==> config.mk <==
export PLATFORM = sky130hd
export DESIGN_NAME = pc_unit_flat
export DESIGN_NICKNAME = d
export VERILOG_FILES = /design/src/rtl/pc_pkg.sv /design/src/rtl/pc_unit_if.sv /design/src/rtl/pc_ras.sv /design/src/rtl/pc_unit.sv /design/src/flat_wrapper.sv
export SDC_FILE = /design/constraint.sdc
export NUM_CORES = 1
export LEC_CHECK = 0
export CAP_MARGIN = 10
export CORE_ASPECT_RATIO = 0.7
export CORE_MARGIN = 2
export CORE_UTILIZATION = 49
export CTS_CLUSTER_DIAMETER = 40
export DETAILED_ROUTE_END_ITERATION = 8
export PLACE_DENSITY = 0.92
export SLEW_MARGIN = 20
export SYNTH_ARGS = -nofsm -noshare
export SYNTH_HDL_FRONTEND = slang
export SYNTH_SLANG_ARGS = --single-unit
export TNS_END_PERCENT = 50
==> constraint.sdc <==
create_clock -name clk -period 5.7 [get_ports clk]
set_input_delay 0.855 -clock clk [delete_from_list [all_inputs] [get_ports clk]]
set_output_delay 0.855 -clock clk [all_outputs]
set_load 0.01 [all_outputs]
==> src/rtl/pc_pkg.sv <==
// Shared definitions for the program-counter unit: next-PC source encodings
// and the sequential increment.
package pc_pkg;

    typedef enum logic [1:0] {
        SEL_SEQ    = 2'b00,
        SEL_BRANCH = 2'b01,
        SEL_JUMP   = 2'b10,
        SEL_JR     = 2'b11
    } pc_sel_e;

    localparam int unsigned PC_INCR = 4;

endpackage

==> src/rtl/pc_unit_if.sv <==
// Control and address bundle between the fetch controller (master) and the
// program-counter unit (slave).
interface pc_unit_if #(
    parameter int XLEN = 32
) ();

    logic               stall;
    pc_pkg::pc_sel_e    pc_mux_sel;
    logic               branch_taken;
    logic [XLEN-1:0]    imm_offset;
    logic [25:0]        jump_index;
    logic [XLEN-1:0]    jr_target;
    logic               ras_push;
    logic               ras_pop;

    logic [XLEN-1:0]    pc;
    logic [XLEN-1:0]    pc_plus_4;
    logic [XLEN-1:0]    branch_target;
    logic [XLEN-1:0]    jump_target;
    logic [XLEN-1:0]    next_pc;
    logic               ras_empty;
    logic               ras_full;
    logic               misaligned;

    modport master (
        output stall, pc_mux_sel, branch_taken, imm_offset, jump_index,
               jr_target, ras_push, ras_pop,
        input  pc, pc_plus_4, branch_target, jump_target, next_pc,
               ras_empty, ras_full, misaligned
    );

    modport slave (
        input  stall, pc_mux_sel, branch_taken, imm_offset, jump_index,
               jr_target, ras_push, ras_pop,
        output pc, pc_plus_4, branch_target, jump_target, next_pc,
               ras_empty, ras_full, misaligned
    );

endinterface

==> src/rtl/pc_ras.sv <==
// Circular return-address stack; when full, a push silently overwrites the
// oldest entry so deep call chains lose their outermost return first.
module pc_ras #(
    parameter int XLEN      = 32,
    parameter int RAS_DEPTH = 4
) (
    input  logic            clk,
    input  logic            reset,
    input  logic            push,
    input  logic            pop,
    input  logic [XLEN-1:0] din,
    output logic [XLEN-1:0] top,
    output logic            empty,
    output logic            full
);

    localparam int PTR_W = $clog2(RAS_DEPTH);
    localparam int CNT_W = $clog2(RAS_DEPTH + 1);

    logic [XLEN-1:0]  entries [RAS_DEPTH];
    logic [PTR_W-1:0] ptr;
    logic [CNT_W-1:0] count;
    logic             do_push;
    logic             do_pop;
    logic             do_replace;

    assign empty = (count == '0);
    assign full  = (count == CNT_W'(RAS_DEPTH));
    assign top   = entries[ptr];

    // A call and return in the same cycle swaps the top in place.
    assign do_replace = push && pop && !empty;
    assign do_push    = push && !do_replace;
    assign do_pop     = pop && !push && !empty;

    always_ff @(posedge clk or posedge reset) begin
        if (reset) begin
            ptr   <= '0;
            count <= '0;
        end else if (do_push) begin
            ptr <= ptr + PTR_W'(1);
            if (!full)
                count <= count + CNT_W'(1);
        end else if (do_pop) begin
            ptr   <= ptr - PTR_W'(1);
            count <= count - CNT_W'(1);
        end
    end

    always_ff @(posedge clk) begin
        if (do_push)
            entries[ptr + PTR_W'(1)] <= din;
        else if (do_replace)
            entries[ptr] <= din;
    end

endmodule

==> src/rtl/pc_unit.sv <==
// Program counter with sequential, branch, jump and register-jump sources,
// plus a return-address stack that can short-circuit register jumps.
module pc_unit
    import pc_pkg::*;
#(
    parameter int              XLEN         = 32,
    parameter logic [XLEN-1:0] RESET_VECTOR = '0,
    parameter int              RAS_DEPTH    = 4
) (
    input logic      clk,
    input logic      reset,
    pc_unit_if.slave bus
);

    logic [XLEN-1:0] pc_q;
    logic [XLEN-1:0] pc_plus_4;
    logic [XLEN-1:0] branch_target;
    logic [XLEN-1:0] jump_target;
    logic [XLEN-1:0] raw_target;
    logic [XLEN-1:0] next_pc;
    logic [XLEN-1:0] ras_top;
    logic            ras_empty;
    logic            ras_full;
    logic            ras_push;
    logic            ras_pop;

    assign pc_plus_4     = pc_q + XLEN'(PC_INCR);
    assign branch_target = pc_plus_4 + (bus.imm_offset << 2);
    assign jump_target   = {pc_plus_4[XLEN-1:28], bus.jump_index, 2'b00};

    always_comb begin
        raw_target = pc_plus_4;
        case (bus.pc_mux_sel)
            SEL_SEQ:    raw_target = pc_plus_4;
            SEL_BRANCH: raw_target = bus.branch_taken ? branch_target : pc_plus_4;
            SEL_JUMP:   raw_target = jump_target;
            SEL_JR:     raw_target = (bus.ras_pop && !ras_empty) ? ras_top : bus.jr_target;
            default:    raw_target = pc_plus_4;
        endcase
    end

    // Low address bits are cleared rather than trapped; misaligned lets the
    // core raise the exception itself.
    assign next_pc = {raw_target[XLEN-1:2], 2'b00};

    always_ff @(posedge clk or posedge reset) begin
        if (reset)
            pc_q <= RESET_VECTOR;
        else if (!bus.stall)
            pc_q <= next_pc;
    end

    assign ras_push = bus.ras_push && !bus.stall;
    assign ras_pop  = bus.ras_pop && (bus.pc_mux_sel == SEL_JR) && !bus.stall;

    pc_ras #(
        .XLEN      (XLEN),
        .RAS_DEPTH (RAS_DEPTH)
    ) u_ras (
        .clk   (clk),
        .reset (reset),
        .push  (ras_push),
        .pop   (ras_pop),
        .din   (pc_plus_4),
        .top   (ras_top),
        .empty (ras_empty),
        .full  (ras_full)
    );

    assign bus.pc            = pc_q;
    assign bus.pc_plus_4     = pc_plus_4;
    assign bus.branch_target = branch_target;
    assign bus.jump_target   = jump_target;
    assign bus.next_pc       = next_pc;
    assign bus.ras_empty     = ras_empty;
    assign bus.ras_full      = ras_full;
    assign bus.misaligned    = |raw_target[1:0];

endmodule

==> src/flat_wrapper.sv <==
// flat-port wrapper written by rule: the top's interface ports become plain ports
module pc_unit_flat import pc_pkg::*;
#(
    parameter int              XLEN         = 32,
    parameter logic [XLEN-1:0] RESET_VECTOR = '0,
    parameter int              RAS_DEPTH    = 4
)
  (clk, reset, bus_stall, bus_pc_mux_sel, bus_branch_taken, bus_imm_offset, bus_jump_index, bus_jr_target, bus_ras_push, bus_ras_pop, bus_pc, bus_pc_plus_4, bus_branch_target, bus_jump_target, bus_next_pc, bus_ras_empty, bus_ras_full, bus_misaligned);
  pc_unit_if #(.XLEN(XLEN)) bus_i ();
  input logic clk;
  input logic reset;
  input wire logic [$bits(bus_i.stall)-1:0] bus_stall;
  input wire logic [$bits(bus_i.pc_mux_sel)-1:0] bus_pc_mux_sel;
  input wire logic [$bits(bus_i.branch_taken)-1:0] bus_branch_taken;
  input wire logic [$bits(bus_i.imm_offset)-1:0] bus_imm_offset;
  input wire logic [$bits(bus_i.jump_index)-1:0] bus_jump_index;
  input wire logic [$bits(bus_i.jr_target)-1:0] bus_jr_target;
  input wire logic [$bits(bus_i.ras_push)-1:0] bus_ras_push;
  input wire logic [$bits(bus_i.ras_pop)-1:0] bus_ras_pop;
  output wire logic [$bits(bus_i.pc)-1:0] bus_pc;
  output wire logic [$bits(bus_i.pc_plus_4)-1:0] bus_pc_plus_4;
  output wire logic [$bits(bus_i.branch_target)-1:0] bus_branch_target;
  output wire logic [$bits(bus_i.jump_target)-1:0] bus_jump_target;
  output wire logic [$bits(bus_i.next_pc)-1:0] bus_next_pc;
  output wire logic [$bits(bus_i.ras_empty)-1:0] bus_ras_empty;
  output wire logic [$bits(bus_i.ras_full)-1:0] bus_ras_full;
  output wire logic [$bits(bus_i.misaligned)-1:0] bus_misaligned;
  assign bus_i.stall = bus_stall;
  assign bus_i.pc_mux_sel = bus_pc_mux_sel;
  assign bus_i.branch_taken = bus_branch_taken;
  assign bus_i.imm_offset = bus_imm_offset;
  assign bus_i.jump_index = bus_jump_index;
  assign bus_i.jr_target = bus_jr_target;
  assign bus_i.ras_push = bus_ras_push;
  assign bus_i.ras_pop = bus_ras_pop;
  assign bus_pc = bus_i.pc;
  assign bus_pc_plus_4 = bus_i.pc_plus_4;
  assign bus_branch_target = bus_i.branch_target;
  assign bus_jump_target = bus_i.jump_target;
  assign bus_next_pc = bus_i.next_pc;
  assign bus_ras_empty = bus_i.ras_empty;
  assign bus_ras_full = bus_i.ras_full;
  assign bus_misaligned = bus_i.misaligned;
  pc_unit #(.XLEN(XLEN), .RESET_VECTOR(RESET_VECTOR), .RAS_DEPTH(RAS_DEPTH)) u_core (.clk(clk), .reset(reset), .bus(bus_i));
endmodule
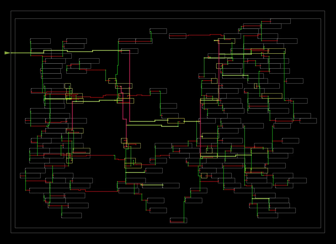
(images/clock_nets.png)
clock buffers created by TritonCTS: 17
skew final: 13.6 ps
clk sink count: 155

==> qor.yml <==
maxCapViolCount: 0
ys_cells: 880
internal_pwr_total_uw: 3830
rr_endpoint: "u_core.bus.pc[31]"
critPathLaunch: "u_core.bus.pc[4]"
slew_hr_pct: 25.9
worstSetupPathType: "flip-flop to primary output"
synthDistinctLibCells: 72
timing.critical_path.arrival_ps: 4760
worst_hold_startpoint: "u_core.u_ras.count[2]"
yosys.stat.chipArea_mm2: 0.00961
floorplan.core_util_pct: 50.4
hpwlAfterDp_um: 23900
synth_warnings: 0
drt_first_iter_violations: 879
routedWlPerCell_um: 23.2
slew_viol_final: 0
vias: 8438
timing.reg2reg.worst_path_depth: 15
drt_drc_violations_left: 0
finalNetCount: 1260
grt_max_degree: 36
hold_slack_ps: 495
antenna_cells: 0
synthesis.area_per_instance_um2: 10.9
combinationalPowerShare_pct: 54.5
synthFlopType: "sky130_fd_sc_hd__edfxtp_1"
synthCells: 880
power_density_mw_per_mm2: 480
setup-violations-final: 0
globalRoute.totalOverflow: 0
post_synth_most_frequent_cells: "sky130_fd_sc_hd__edfxtp_1, sky130_fd_sc_hd__nand2_1, sky130_fd_sc_hd__a21oi_1, sky130_fd_sc_hd__nor2_1, sky130_fd_sc_hd__buf_4"
synth_sequential_area_ratio_pct: 46.6
tritoncts: "yes"
grt_pass1_vias: 7981
r2r_start: "u_core.bus.pc[4]"
fp-row-count: 42
hold_depth: 1
fmax_ghz: 0.178
avgViaCountPerCell: 6.02
chip_area_mm2: 0.0208
post-synth-top-count-cell: "sky130_fd_sc_hd__edfxtp_1"
lay_top_count: "sky130_fd_sc_hd__clkdlybuf4s50_1"
io_count: 261
flops_out_of_synthesis: 155
chip_height_um: 121
finalHoldViolations: 0
sort_of_element_at_the_start_of_the_critical_path: "flip-flop"
final_layout_size_suffix_gt1_share_pct: 15.1
synth.area.top_cells: "sky130_fd_sc_hd__edfxtp_1, sky130_fd_sc_hd__dfrtp_1, sky130_fd_sc_hd__mux4_2"
die_w_um: 171
outcome: "finished clean"
critical_path.endpoint_type: "primary output"
clock-root-buffer: "sky130_fd_sc_hd__clkbuf_16"
core_area_mm2: 0.0191
synth_top_area_share_pct: 37.5
synthDominantAreaCellType: "sky130_fd_sc_hd__edfxtp_1"
max_slew.worst_pin.slew_ps: 1110
clockBufferDepth: 2
share_clk_of_total_power_pct: 18.0
power.share.switching_pct: 39.6
gp_routability_congestion: 0.942
ir_drop_worst_case_vdd_v: 0.000270
grt_setup_unrepaired: "true"
syn_to_final_growth_pct: 37.4
critical_path_peak_fanout: 7
grt_antenna_before_repair: 0
synthesis.area_mm2: 0.00961
p_leak_uw: 0.00509
min-delay-path-class: "flip-flop to flip-flop"
wire_length_of_the_first_global_routing_pass_um: 47200
post-route-period-util_pct: 98.5
totalPowerFinal_uw: 6330
cts_max_level: 4
hold_ep: "u_core.u_ras.count[2]"
clk_pin_slew_ps: 70
worst_ep_required_time_ps: 4850
sequentialPowerShare_pct: 27.5
stage_log_warnings: 35
net-switching-power_uw: 2510
final_cell_mix: "sky130_fd_sc_hd__clkdlybuf4s50_1, sky130_fd_sc_hd__edfxtp_1, sky130_fd_sc_hd__nand2_1, sky130_fd_sc_hd__a21oi_1, sky130_fd_sc_hd__nor2_1"
ant_nets: 0
postCtsHoldBufs: 0
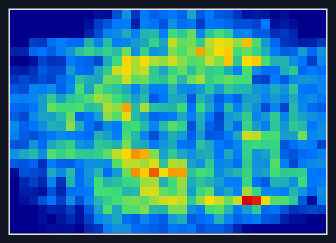
(images/route_heat.png)
The die is cut into 34 by 24 equal tiles; dark blue is low, red is high, scaled to the fullest tile. Values are wire area over tile area, all layers added.
nearly empty tiles	8.1%
mean over tiles	0.26
fullest tile	0.83
emptiest ninth of the die	north-west

[per-layer routing]
layer	GRT usage (%)	vias to the layer above	part of all wire (%)
li1	-	3725	-
met1	44.8	4089	41
met2	46.3	563	45
met3	8.06	61	12
met4	8.74	0	2.2
met5	0	-	0
[cell families (layout without fill, tap and decap cells)]
family	count (synthesis)	count (layout)	share of synthesized area [%]
AND-OR/OR-AND	190	190	13.3
XOR/XNOR	59	59	5.37
adder cells (fa/ha/maj)	37	37	4.97
buffers and inverters	111	360	6.01
flip-flops	155	155	46.6
multiplexers	63	63	10.7
other	1	10	0.0390
AND/OR/NAND/NOR	264	264	13.0
[sequential cells by signal (all words and copies together), names as in the netlist]
| name | count |
|---|---|
| u_core.u_ras.entries | 120 |
| u_core.bus.pc | 30 |
| u_core.u_ras.ptr | 2 |
| u_core.u_ras.count | 3 |
[power groups by stage]
| stage | clock (uW) | sequential (uW) | combinational [uW] |
|---|---|---|---|
| after global placement | 0 | 1730 | 3240 |
| after floorplan | 0 | 1680 | 1820 |
| after global routing | 1190 | 1770 | 3660 |
| after CTS | 1140 | 1730 | 3340 |
| after detailed placement | 0 | 1750 | 3300 |
| final | 1140 | 1740 | 3450 |
[stage by stage]
stage	cell area (um2)	std cells	setup WS (ps)
2_1_floorplan	9650	889	365
3_3_place_gp	12400	1363	385
3_5_place_dp	12400	1363	316
4_1_cts	13000	1395	-24.3
5_1_grt	13200	1402	-91.1
6_report	13200	1402	87.8
[worst max-delay path by stage]
stage | to | cells past startpoint
finish | bus_next_pc[30] | 15
detailed placement | bus_next_pc[28] | 17
floorplan | u_core.u_ras.entries[1][10] | 6
CTS | bus_next_pc[28] | 17
global route | bus_next_pc[31] | 17
global placement | bus_next_pc[28] | 15
[critical path, stage by stage (launching register included)]
cell and delay (ps):
sky130_fd_sc_hd__dfrtp_1 490, sky130_fd_sc_hd__nand4_1 130, sky130_fd_sc_hd__buf_4 180, sky130_fd_sc_hd__nor3_4 270, sky130_fd_sc_hd__buf_4 190, sky130_fd_sc_hd__and3_1 240
sky130_fd_sc_hd__nand3_1 110, sky130_fd_sc_hd__xnor2_1 710, sky130_fd_sc_hd__ha_1 400, sky130_fd_sc_hd__a21o_1 170, sky130_fd_sc_hd__a21oi_1 200, sky130_fd_sc_hd__nand3b_1 120
sky130_fd_sc_hd__o221ai_2 260, sky130_fd_sc_hd__xnor2_1 190, sky130_fd_sc_hd__a21bo_1 140, sky130_fd_sc_hd__clkdlybuf4s50_1 530
[timing repair]
action | 4_1_cts | 5_1_grt
setup buffers | 0 | 5
setup endpoints to repair | 6 | 21
resized | 4 | 25
pin swaps | 1 | 5
[cell type report]
type	instances	area, um2
repair buffers	301	2930
fillers	1407	5870
well taps	264	330
clock inverters	14	158
flip-flops and latches	155	4480
multi-input cells	623	4780
clock buffers	18	429
inverters	27	101
